### config.mk
export PLATFORM = sky130hd
export DESIGN_NAME = gate_bist_flat
export DESIGN_NICKNAME = d
export VERILOG_FILES = /design/src/rtl/gate_bist_pkg.sv /design/src/rtl/gate_bist_if.sv /design/src/rtl/gate_bist_settle_timer.sv /design/src/rtl/gate_bist.sv /design/src/flat_wrapper.sv
export SDC_FILE = /design/constraint.sdc
export NUM_CORES = 1
export LEC_CHECK = 0
export CORE_MARGIN = 1.5
export CORE_UTILIZATION = 50
export DETAILED_ROUTE_END_ITERATION = 16
export PLACE_DENSITY = 0.76
export SLEW_MARGIN = 5
export SYNTH_ARGS = -nofsm -noshare
export SYNTH_HDL_FRONTEND = slang
export SYNTH_SLANG_ARGS = --single-unit
### constraint.sdc
create_clock -name clk -period 2 [get_ports clk]
set_input_delay 0.2 -clock clk [delete_from_list [all_inputs] [get_ports clk]]
set_output_delay 0.2 -clock clk [all_outputs]
set_load 0.05 [all_outputs]
### src/rtl/gate_bist_pkg.sv
// Shared definitions for the gate BIST engine: FSM state encoding and
// common two-input truth tables.
package gate_bist_pkg;

    typedef enum logic [1:0] {
        IDLE = 2'd0,
        RUN  = 2'd1,
        DONE = 2'd2
    } state_t;

    localparam logic [3:0] TT_AND2 = 4'b1000;
    localparam logic [3:0] TT_OR2  = 4'b1110;
    localparam logic [3:0] TT_XOR2 = 4'b0110;

endpackage

### src/rtl/gate_bist_if.sv
// Stimulus/result bundle between the BIST engine (slave) and its user,
// which also owns the gate under test (master).
interface gate_bist_if #(
    parameter int N_IN = 2
);
    logic            start;
    logic            dut_out;
    logic [N_IN-1:0] dut_in;
    logic            busy;
    logic            done;
    logic            pass;
    logic [N_IN-1:0] fail_vec;
    logic [N_IN:0]   err_count;

    modport master (
        output start, dut_out,
        input  dut_in, busy, done, pass, fail_vec, err_count
    );

    modport slave (
        input  start, dut_out,
        output dut_in, busy, done, pass, fail_vec, err_count
    );
endinterface

### src/rtl/gate_bist_settle_timer.sv
// Settle timer: counts cycles since clear and pulses expire for one cycle
// when the count reaches SETTLE, then wraps to zero for the next vector.
module bist_settle_timer #(
    parameter int SETTLE = 2
) (
    input  logic clk,
    input  logic rst_n,
    input  logic clear,
    output logic expire
);
    localparam int            W     = $clog2(SETTLE + 1);
    localparam logic [W-1:0]  LIMIT = W'(SETTLE);

    logic [W-1:0] r_count;

    assign expire = (r_count == LIMIT);

    always_ff @(posedge clk or negedge rst_n) begin
        if (!rst_n) begin
            r_count <= '0;
        end else if (clear || expire) begin
            r_count <= '0;
        end else begin
            r_count <= r_count + 1'b1;
        end
    end
endmodule

### src/rtl/gate_bist.sv
// Exhaustive BIST for an N_IN-input combinational gate: steps every input
// vector, samples the gate after a settle time and records mismatches.
module gate_bist
    import gate_bist_pkg::*;
#(
    parameter int                    N_IN   = 2,
    parameter int                    SETTLE = 2,
    parameter logic [2**N_IN-1:0]    EXPECT = TT_AND2
) (
    input logic        clk,
    input logic        rst_n,
    gate_bist_if.slave bus
);
    // Counter is one bit wider than the vector so the terminal value never wraps.
    localparam logic [N_IN:0] LAST_VEC = (N_IN + 1)'(2**N_IN - 1);

    state_t          r_state;
    state_t          w_state_next;
    logic [N_IN:0]   r_vec;
    logic [N_IN-1:0] r_fail_vec;
    logic [N_IN:0]   r_err_count;
    logic            r_busy;
    logic            r_done;
    logic            r_pass;
    logic            r_first_seen;

    logic w_start_acc;
    logic w_expire;
    logic w_mismatch;
    logic w_last;

    assign w_start_acc = (r_state != RUN) && bus.start;
    assign w_mismatch  = (bus.dut_out != EXPECT[r_vec[N_IN-1:0]]);
    assign w_last      = (r_vec == LAST_VEC);

    bist_settle_timer #(
        .SETTLE (SETTLE)
    ) u_settle (
        .clk    (clk),
        .rst_n  (rst_n),
        .clear  (r_state != RUN),
        .expire (w_expire)
    );

    always_ff @(posedge clk or negedge rst_n) begin
        if (!rst_n) begin
            r_state <= IDLE;
        end else begin
            r_state <= w_state_next;
        end
    end

    always_comb begin
        w_state_next = r_state;
        case (r_state)
            IDLE, DONE: if (bus.start) w_state_next = RUN;
            RUN:        if (w_expire && w_last) w_state_next = DONE;
            default:    w_state_next = IDLE;
        endcase
    end

    always_ff @(posedge clk or negedge rst_n) begin
        if (!rst_n) begin
            r_vec        <= '0;
            r_fail_vec   <= '0;
            r_err_count  <= '0;
            r_busy       <= 1'b0;
            r_done       <= 1'b0;
            r_pass       <= 1'b0;
            r_first_seen <= 1'b0;
        end else if (w_start_acc) begin
            r_vec        <= '0;
            r_fail_vec   <= '0;
            r_err_count  <= '0;
            r_busy       <= 1'b1;
            r_done       <= 1'b0;
            r_pass       <= 1'b0;
            r_first_seen <= 1'b0;
        end else if (r_state == RUN && w_expire) begin
            if (w_mismatch) begin
                r_err_count <= r_err_count + 1'b1;
                if (!r_first_seen) begin
                    r_fail_vec   <= r_vec[N_IN-1:0];
                    r_first_seen <= 1'b1;
                end
            end
            if (!w_last) begin
                r_vec <= r_vec + 1'b1;
            end else begin
                r_busy <= 1'b0;
                r_done <= 1'b1;
                // Pass must include the verdict of this final compare.
                r_pass <= (r_err_count == '0) && !w_mismatch;
            end
        end
    end

    assign bus.dut_in    = r_vec[N_IN-1:0];
    assign bus.busy      = r_busy;
    assign bus.done      = r_done;
    assign bus.pass      = r_pass;
    assign bus.fail_vec  = r_fail_vec;
    assign bus.err_count = r_err_count;
endmodule

### src/flat_wrapper.sv
// flat-port wrapper written by rule: the top's interface ports become plain ports
module gate_bist_flat import gate_bist_pkg::*;
#(
    parameter int                    N_IN   = 2,
    parameter int                    SETTLE = 2,
    parameter logic [2**N_IN-1:0]    EXPECT = TT_AND2
)
  (clk, rst_n, bus_start, bus_dut_out, bus_dut_in, bus_busy, bus_done, bus_pass, bus_fail_vec, bus_err_count);
  gate_bist_if #(.N_IN(N_IN)) bus_i ();
  input logic clk;
  input logic rst_n;
  input wire logic [$bits(bus_i.start)-1:0] bus_start;
  input wire logic [$bits(bus_i.dut_out)-1:0] bus_dut_out;
  output wire logic [$bits(bus_i.dut_in)-1:0] bus_dut_in;
  output wire logic [$bits(bus_i.busy)-1:0] bus_busy;
  output wire logic [$bits(bus_i.done)-1:0] bus_done;
  output wire logic [$bits(bus_i.pass)-1:0] bus_pass;
  output wire logic [$bits(bus_i.fail_vec)-1:0] bus_fail_vec;
  output wire logic [$bits(bus_i.err_count)-1:0] bus_err_count;
  assign bus_i.start = bus_start;
  assign bus_i.dut_out = bus_dut_out;
  assign bus_dut_in = bus_i.dut_in;
  assign bus_busy = bus_i.busy;
  assign bus_done = bus_i.done;
  assign bus_pass = bus_i.pass;
  assign bus_fail_vec = bus_i.fail_vec;
  assign bus_err_count = bus_i.err_count;
  gate_bist #(.N_IN(N_IN), .SETTLE(SETTLE), .EXPECT(EXPECT)) u_core (.clk(clk), .rst_n(rst_n), .bus(bus_i));
endmodule
Figure 1. Cell area per tile (run 1).
9 x 9 tiles, from white (low) to dark blue (high), 0 to 100% covered.
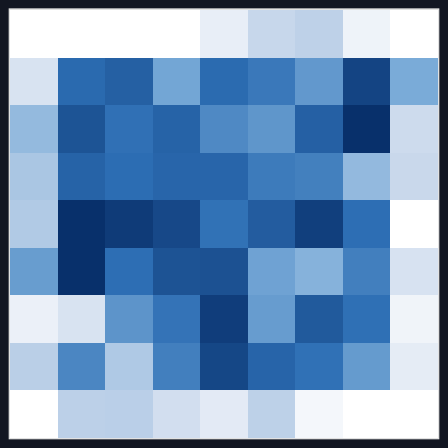
- emptiest ninth of the die: lower left
- tiles over 75% full: 30%
- densest ninth of the die: center
- nearly empty tiles: 11%
- mean over tiles: 51%
- fullest tile: 100%

Figure 2. Gate families picked out (run 1).
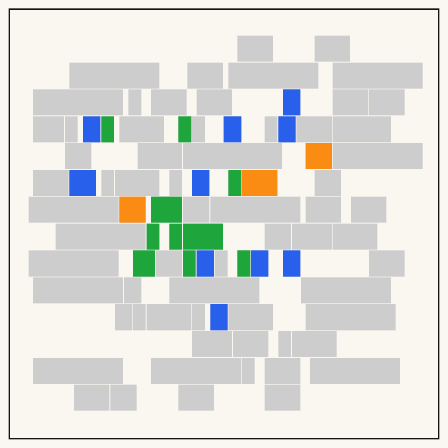
- blue: aoi and oai cells (cells 10; most used o21ai_0)
- orange: non-inverting ao/oa cells (cells 3)
- green: nand cells (cells 10; most used nand2_1; where center)

Figure 3. Track usage over the die (run 1).
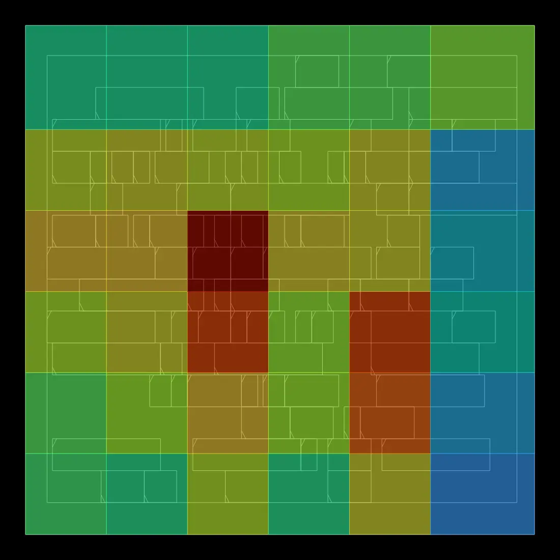
layer with the highest usage after global routing: met2
post-detailed-route wirelength per cell: 13.38 µm
routing usage on met2: 28.06%
final core utilization: 64.29%
global-route track usage on met1: 24.45%

Figure 4. Metal layers overlaid (run 1).
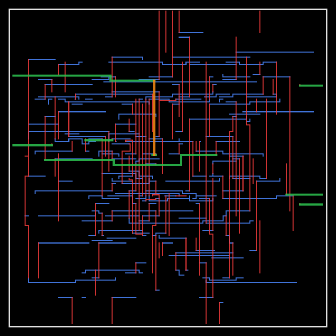
- green: M3 (wire length 65.5 µm)
- red: M2 (wire length 635 µm)
- orange: M4 (wire length 10.2 µm)
- blue: M1 (wire length 668 µm)

==> flow_results.xml, run 1 <==
<?xml version="1.0" encoding="UTF-8"?>
<metrics>
  <group name="placed_design">
    <metric name="number_of_cells_after_detailed_placement" unit="">100</metric>
    <metric name="dp_hpwl" unit="µm">1069</metric>
    <metric name="placed_cell_area" unit="µm²">957.2</metric>
    <metric name="count_of_input_and_output_buffers" unit="">13</metric>
  </group>
  <group name="final_timing">
    <metric name="timing.setup.tns" unit="ps">0</metric>
    <metric name="min_period" unit="ps">1741</metric>
    <metric name="max_slew_margin" unit="%">66.72</metric>
    <metric name="finalClockPeriodUsage" unit="%">87.03</metric>
    <metric name="max_freq" unit="GHz">0.5745</metric>
    <metric name="maxSlewViolCount" unit="">0</metric>
    <metric name="setup_skew_after_layout" unit="ps">9.363</metric>
    <metric name="worst_slew_pin_slew" unit="ps">497.6</metric>
    <metric name="setup_slack" unit="ps">259.4</metric>
    <metric name="finalHoldViolations" unit="">0</metric>
  </group>
  <group name="cts">
    <metric name="ctsRootBufferMaster" unit="">sky130_fd_sc_hd__clkbuf_4</metric>
    <metric name="cts_inserted_buffers" unit="">3</metric>
    <metric name="cts.hold.buffers_added" unit="">0</metric>
    <metric name="postCtsSetupBuffers" unit="">0</metric>
    <metric name="clk_transition_reported_paths" unit="ps">90</metric>
    <metric name="cts-htree-levels" unit="">1</metric>
  </group>
  <group name="cells_and_area">
    <metric name="comb_area_share" unit="%">38.06</metric>
    <metric name="seq_share" unit="%">40.87</metric>
    <metric name="post_route_cells_drive_above_1_share" unit="%">11.49</metric>
    <metric name="clock_area_share" unit="%">2.299</metric>
    <metric name="num-nets-final" unit="">98</metric>
    <metric name="antenna-diode-count" unit="">0</metric>
    <metric name="multiInputGateArea" unit="µm²">372.9</metric>
    <metric name="area_growth_syn_to_layout" unit="%">20.28</metric>
    <metric name="nMultiInputCombCells" unit="">47</metric>
    <metric name="buffer_count_excluding_the_clock_tree_in_the_final_layout" unit="">14</metric>
    <metric name="final.fill_count" unit="">121</metric>
    <metric name="fin_cells" unit="">103</metric>
    <metric name="fin_area" unit="µm²">979.7</metric>
    <metric name="final.clkbuf_count" unit="">3</metric>
    <metric name="biggestCellCategory" unit="">sequential cells</metric>
    <metric name="count_of_inverters_other_than_clock_inverters_in_the_layout" unit="">7</metric>
    <metric name="flops" unit="">16</metric>
    <metric name="sequential_cell_area" unit="µm²">400.4</metric>
    <metric name="layout.buffer.nonclock.area_share" unit="%">14.05</metric>
  </group>
  <group name="grt">
    <metric name="antenna_violations_before_repair" unit="">0</metric>
    <metric name="first_global_vias" unit="">545</metric>
    <metric name="global_route.usage.total" unit="%">18.17</metric>
    <metric name="grt_max_degree" unit="">17</metric>
  </group>
  <group name="critical_path">
    <metric name="critical_path_depth" unit="">1</metric>
    <metric name="cp-start-kind" unit="">flop</metric>
    <metric name="worst_ep_required_time" unit="ps">1800</metric>
    <metric name="timing.critical_path.slowest_stage_cell" unit="">sky130_fd_sc_hd__clkdlybuf4s50_1</metric>
    <metric name="worstPathBufferInverterCount" unit="">1</metric>
    <metric name="crit_end" unit="">bus_err_count[0]</metric>
    <metric name="r2r-end" unit="">u_core.r_vec[2]$_DFFE_PN0P_</metric>
    <metric name="r2r_setup_slack" unit="ps">340</metric>
    <metric name="timing.critical_path.to_type" unit="">output port</metric>
    <metric name="crit_path_cell_trace" unit="">clkdlybuf4s50_1</metric>
    <metric name="cp_data_arrival_time" unit="ps">1540</metric>
    <metric name="critical-path-top-delay-family" unit="">buffers and inverters</metric>
  </group>
  <group name="floorplan">
    <metric name="die.size.y" unit="µm">43.36</metric>
    <metric name="well_tap_count" unit="">16</metric>
    <metric name="fp_util" unit="%">53.45</metric>
    <metric name="floorplan.die_area" unit="µm²">1880</metric>
    <metric name="design.core.area" unit="µm²">1524</metric>
  </group>
  <group name="yosys">
    <metric name="synth_chip_area" unit="µm²">814.5</metric>
    <metric name="postSynthRegisterBits" unit="">16</metric>
    <metric name="aoi_share" unit="%">9.524</metric>
    <metric name="adder_share" unit="%">7.680</metric>
    <metric name="yosys-mux-area-fraction" unit="%">6.298</metric>
    <metric name="edf_count" unit="">0</metric>
    <metric name="flop_cell" unit="">sky130_fd_sc_hd__dfrtp_1</metric>
    <metric name="async_flop_share" unit="%">100.0</metric>
    <metric name="syn-mean-instance-area" unit="µm²">11.31</metric>
    <metric name="synthTopLogicFamily" unit="">simple AND/OR/NAND/NOR gates</metric>
    <metric name="yosysCellCount" unit="">72</metric>
    <metric name="ys_types" unit="">27</metric>
    <metric name="largest_area_contributor_in_the_synthesized_netlist" unit="">sky130_fd_sc_hd__dfrtp_1</metric>
  </group>
  <group name="route">
    <metric name="dr.max_layer_used" unit="">met4</metric>
    <metric name="remaining_routing_drc_violations" unit="">0</metric>
    <metric name="detailroute.wirelength.met2" unit="µm">634</metric>
    <metric name="via_per_inst" unit="">5.233</metric>
    <metric name="ant_nets" unit="">0</metric>
  </group>
  <group name="pwr">
    <metric name="worst_ir_drop_vdd" unit="mV">0.7322</metric>
    <metric name="powerDensity" unit="nW/µm²">1586</metric>
    <metric name="combPwrFrac" unit="%">53.8</metric>
    <metric name="power.share.sequential" unit="%">35.6</metric>
    <metric name="static-leakage-power" unit="nW">0.4409</metric>
    <metric name="p_seq" unit="mW">0.553</metric>
    <metric name="report.power.total" unit="mW">1.554</metric>
    <metric name="power_top_consumer" unit="">combinational logic</metric>
    <metric name="net-switching-power" unit="mW">0.7183</metric>
    <metric name="clock_power" unit="mW">0.164</metric>
  </group>
  <group name="run">
    <metric name="warnings" unit="">27</metric>
  </group>
  <group name="status">
    <metric name="status" unit="">completed</metric>
  </group>
</metrics>
## run 1: placed cells by master (no fill, tap or decap), types with 2 or more instances in the layout
cell type / synthesis / routed
sky130_fd_sc_hd__nand2_1: 7 / 7
sky130_fd_sc_hd__clkbuf_4: 0 / 3
sky130_fd_sc_hd__o21ai_1: 3 / 3
sky130_fd_sc_hd__nor3_1: 2 / 2
sky130_fd_sc_hd__o21ai_0: 4 / 4
sky130_fd_sc_hd__dfrtp_1: 16 / 16
sky130_fd_sc_hd__clkdlybuf4s50_1: 0 / 13
sky130_fd_sc_hd__inv_1: 7 / 7
sky130_fd_sc_hd__ha_1: 5 / 5
sky130_fd_sc_hd__nor2_1: 4 / 4
sky130_fd_sc_hd__a21oi_1: 2 / 2
sky130_fd_sc_hd__mux2i_1: 4 / 4
--- run 2 (diff from run 1) ---
--- a/config.mk
+++ b/config.mk
@@ -5,7 +5,6 @@
 export SDC_FILE = /design/constraint.sdc
 export NUM_CORES = 1
 export LEC_CHECK = 0
-export CORE_MARGIN = 1.5
 export CORE_UTILIZATION = 50
 export DETAILED_ROUTE_END_ITERATION = 16
 export PLACE_DENSITY = 0.76
Figure 5. Gate families picked out (run 2).
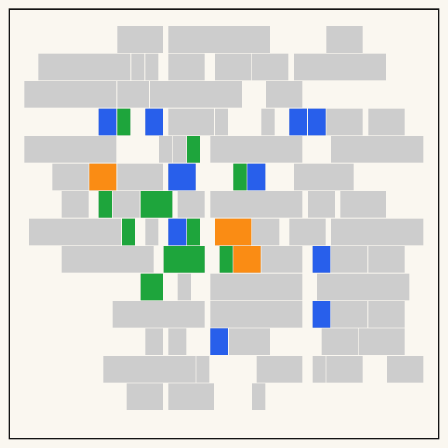
- orange: non-inverting ao/oa cells (cells 3)
- green: nand cells (cells 10; most used nand2_1)
- blue: aoi and oai cells (cells 10; most used o21ai_0)

==> run 2 against run 1 <==
Effect of this change: register-to-register slack got worse by 20 ps; utilization rose by 0.25 points; clock power barely moved; critical path depth did not move; power rose by 0.49%; non-clock buffer count fell by 1; cell area fell by 0.77%; critical endpoint unchanged; area after synthesis did not move; via count rose by 3.5%; flip-flop count did not move; highest routed layer unchanged.
==> flow_results.xml, run 2 <==
<?xml version="1.0" encoding="UTF-8"?>
<metrics>
  <group name="status">
    <metric name="status" unit="">completed</metric>
  </group>
  <group name="critical_path">
    <metric name="r2r_setup_slack" unit="ps">320</metric>
    <metric name="timing.critical_path.slowest_stage_cell" unit="">sky130_fd_sc_hd__clkdlybuf4s50_1</metric>
    <metric name="worst_ep_required_time" unit="ps">1800</metric>
    <metric name="cp-start-kind" unit="">flop</metric>
    <metric name="critical-path-top-delay-family" unit="">buffers and inverters</metric>
    <metric name="r2r-end" unit="">u_core.r_vec[2]$_DFFE_PN0P_</metric>
    <metric name="crit_end" unit="">bus_err_count[0]</metric>
    <metric name="critical_path_depth" unit="">1</metric>
  </group>
  <group name="cells_and_area">
    <metric name="final.clkbuf_count" unit="">3</metric>
    <metric name="final.fill_count" unit="">111</metric>
    <metric name="multiInputGateArea" unit="µm²">372.9</metric>
    <metric name="count_of_inverters_other_than_clock_inverters_in_the_layout" unit="">7</metric>
    <metric name="antenna-diode-count" unit="">0</metric>
    <metric name="lay_top_count" unit="">sky130_fd_sc_hd__dfrtp_1</metric>
    <metric name="fin_area" unit="µm²">972.2</metric>
    <metric name="sequential_cell_area" unit="µm²">400.4</metric>
    <metric name="flops" unit="">16</metric>
    <metric name="comb_area_share" unit="%">38.35</metric>
    <metric name="num-nets-final" unit="">97</metric>
    <metric name="seq_share" unit="%">41.18</metric>
    <metric name="nMultiInputCombCells" unit="">47</metric>
    <metric name="layout.buffer.nonclock.area_share" unit="%">13.38</metric>
    <metric name="postLayoutCoreUtil" unit="%">64.53</metric>
    <metric name="buffer_count_excluding_the_clock_tree_in_the_final_layout" unit="">13</metric>
    <metric name="biggestCellCategory" unit="">sequential cells</metric>
    <metric name="layout_top_cells" unit="">16 x sky130_fd_sc_hd__dfrtp_1, 13 x sky130_fd_sc_hd__clkdlybuf4s50_1, 7 x sky130_fd_sc_hd__inv_1, 7 x sky130_fd_sc_hd__nand2_1, 5 x sky130_fd_sc_hd__ha_1</metric>
    <metric name="clock_area_share" unit="%">2.317</metric>
  </group>
  <group name="placed_design">
    <metric name="dp_hpwl" unit="µm">1061</metric>
    <metric name="placed_cell_area" unit="µm²">949.7</metric>
    <metric name="count_of_input_and_output_buffers" unit="">13</metric>
  </group>
  <group name="grt">
    <metric name="antenna_violations_before_repair" unit="">0</metric>
    <metric name="gr-max-usage-layer" unit="">met2</metric>
    <metric name="grt_util_met2" unit="%">28.31</metric>
    <metric name="global_route.usage.total" unit="%">19.34</metric>
  </group>
  <group name="cts">
    <metric name="cts.hold.buffers_added" unit="">0</metric>
    <metric name="ctsRootBufferMaster" unit="">sky130_fd_sc_hd__clkbuf_4</metric>
    <metric name="clk_transition_reported_paths" unit="ps">80</metric>
    <metric name="cts-htree-levels" unit="">1</metric>
  </group>
  <group name="yosys">
    <metric name="largest_area_contributor_in_the_synthesized_netlist" unit="">sky130_fd_sc_hd__dfrtp_1</metric>
    <metric name="flop_cell" unit="">sky130_fd_sc_hd__dfrtp_1</metric>
    <metric name="synth_chip_area" unit="µm²">814.5</metric>
    <metric name="postSynthRegisterBits" unit="">16</metric>
    <metric name="edf_count" unit="">0</metric>
    <metric name="async_flop_share" unit="%">100.0</metric>
    <metric name="ys_types" unit="">27</metric>
  </group>
  <group name="route">
    <metric name="via_per_inst" unit="">5.471</metric>
    <metric name="remaining_routing_drc_violations" unit="">0</metric>
    <metric name="ant_nets" unit="">0</metric>
    <metric name="detailroute.wirelength.met2" unit="µm">660</metric>
  </group>
  <group name="floorplan">
    <metric name="die.size.y" unit="µm">42.36</metric>
    <metric name="floorplan.die_area" unit="µm²">1794</metric>
    <metric name="well_tap_count" unit="">16</metric>
  </group>
  <group name="final_timing">
    <metric name="setup_slack" unit="ps">280.4</metric>
    <metric name="min_period" unit="ps">1720</metric>
    <metric name="setup_skew_after_layout" unit="ps">3.734</metric>
    <metric name="finalHoldViolations" unit="">0</metric>
    <metric name="finalClockPeriodUsage" unit="%">85.98</metric>
    <metric name="max_freq" unit="GHz">0.5815</metric>
  </group>
  <group name="pwr">
    <metric name="report.power.total" unit="mW">1.562</metric>
    <metric name="worst_ir_drop_vdd" unit="mV">0.7800</metric>
    <metric name="static-leakage-power" unit="nW">0.4361</metric>
  </group>
  <group name="run">
    <metric name="warnings" unit="">27</metric>
  </group>
</metrics>
## run 2: cell count changes in the layout (fill, tap and decap cells not counted)
| cell | previous run | this run |
|---|---|---|
| sky130_fd_sc_hd__buf_4 | 1 | 0 |
## run 2: kinds of logic (layout without fill, tap and decap cells)
kind of cell | after synthesis | after routing | synth area share (%)
buffers and inverters | 9 | 23 | 5.069
multiplexers | 5 | 5 | 6.298
AND-OR/OR-AND | 13 | 13 | 9.524
AND/OR/NAND/NOR | 22 | 22 | 17.82
flip-flops | 16 | 16 | 49.15
adder cells (fa/ha/maj) | 5 | 5 | 7.680
XOR/XNOR | 2 | 2 | 4.455
## run 2: power breakdown
part	switching [mW]	internal, mW	total, mW
Combinational	0.531	0.317	0.848
Sequential	0.101	0.450	0.551
Clock	0.0928	0.0699	0.163
Power figures rest on the tool's default switching activity, not on a simulated workload.
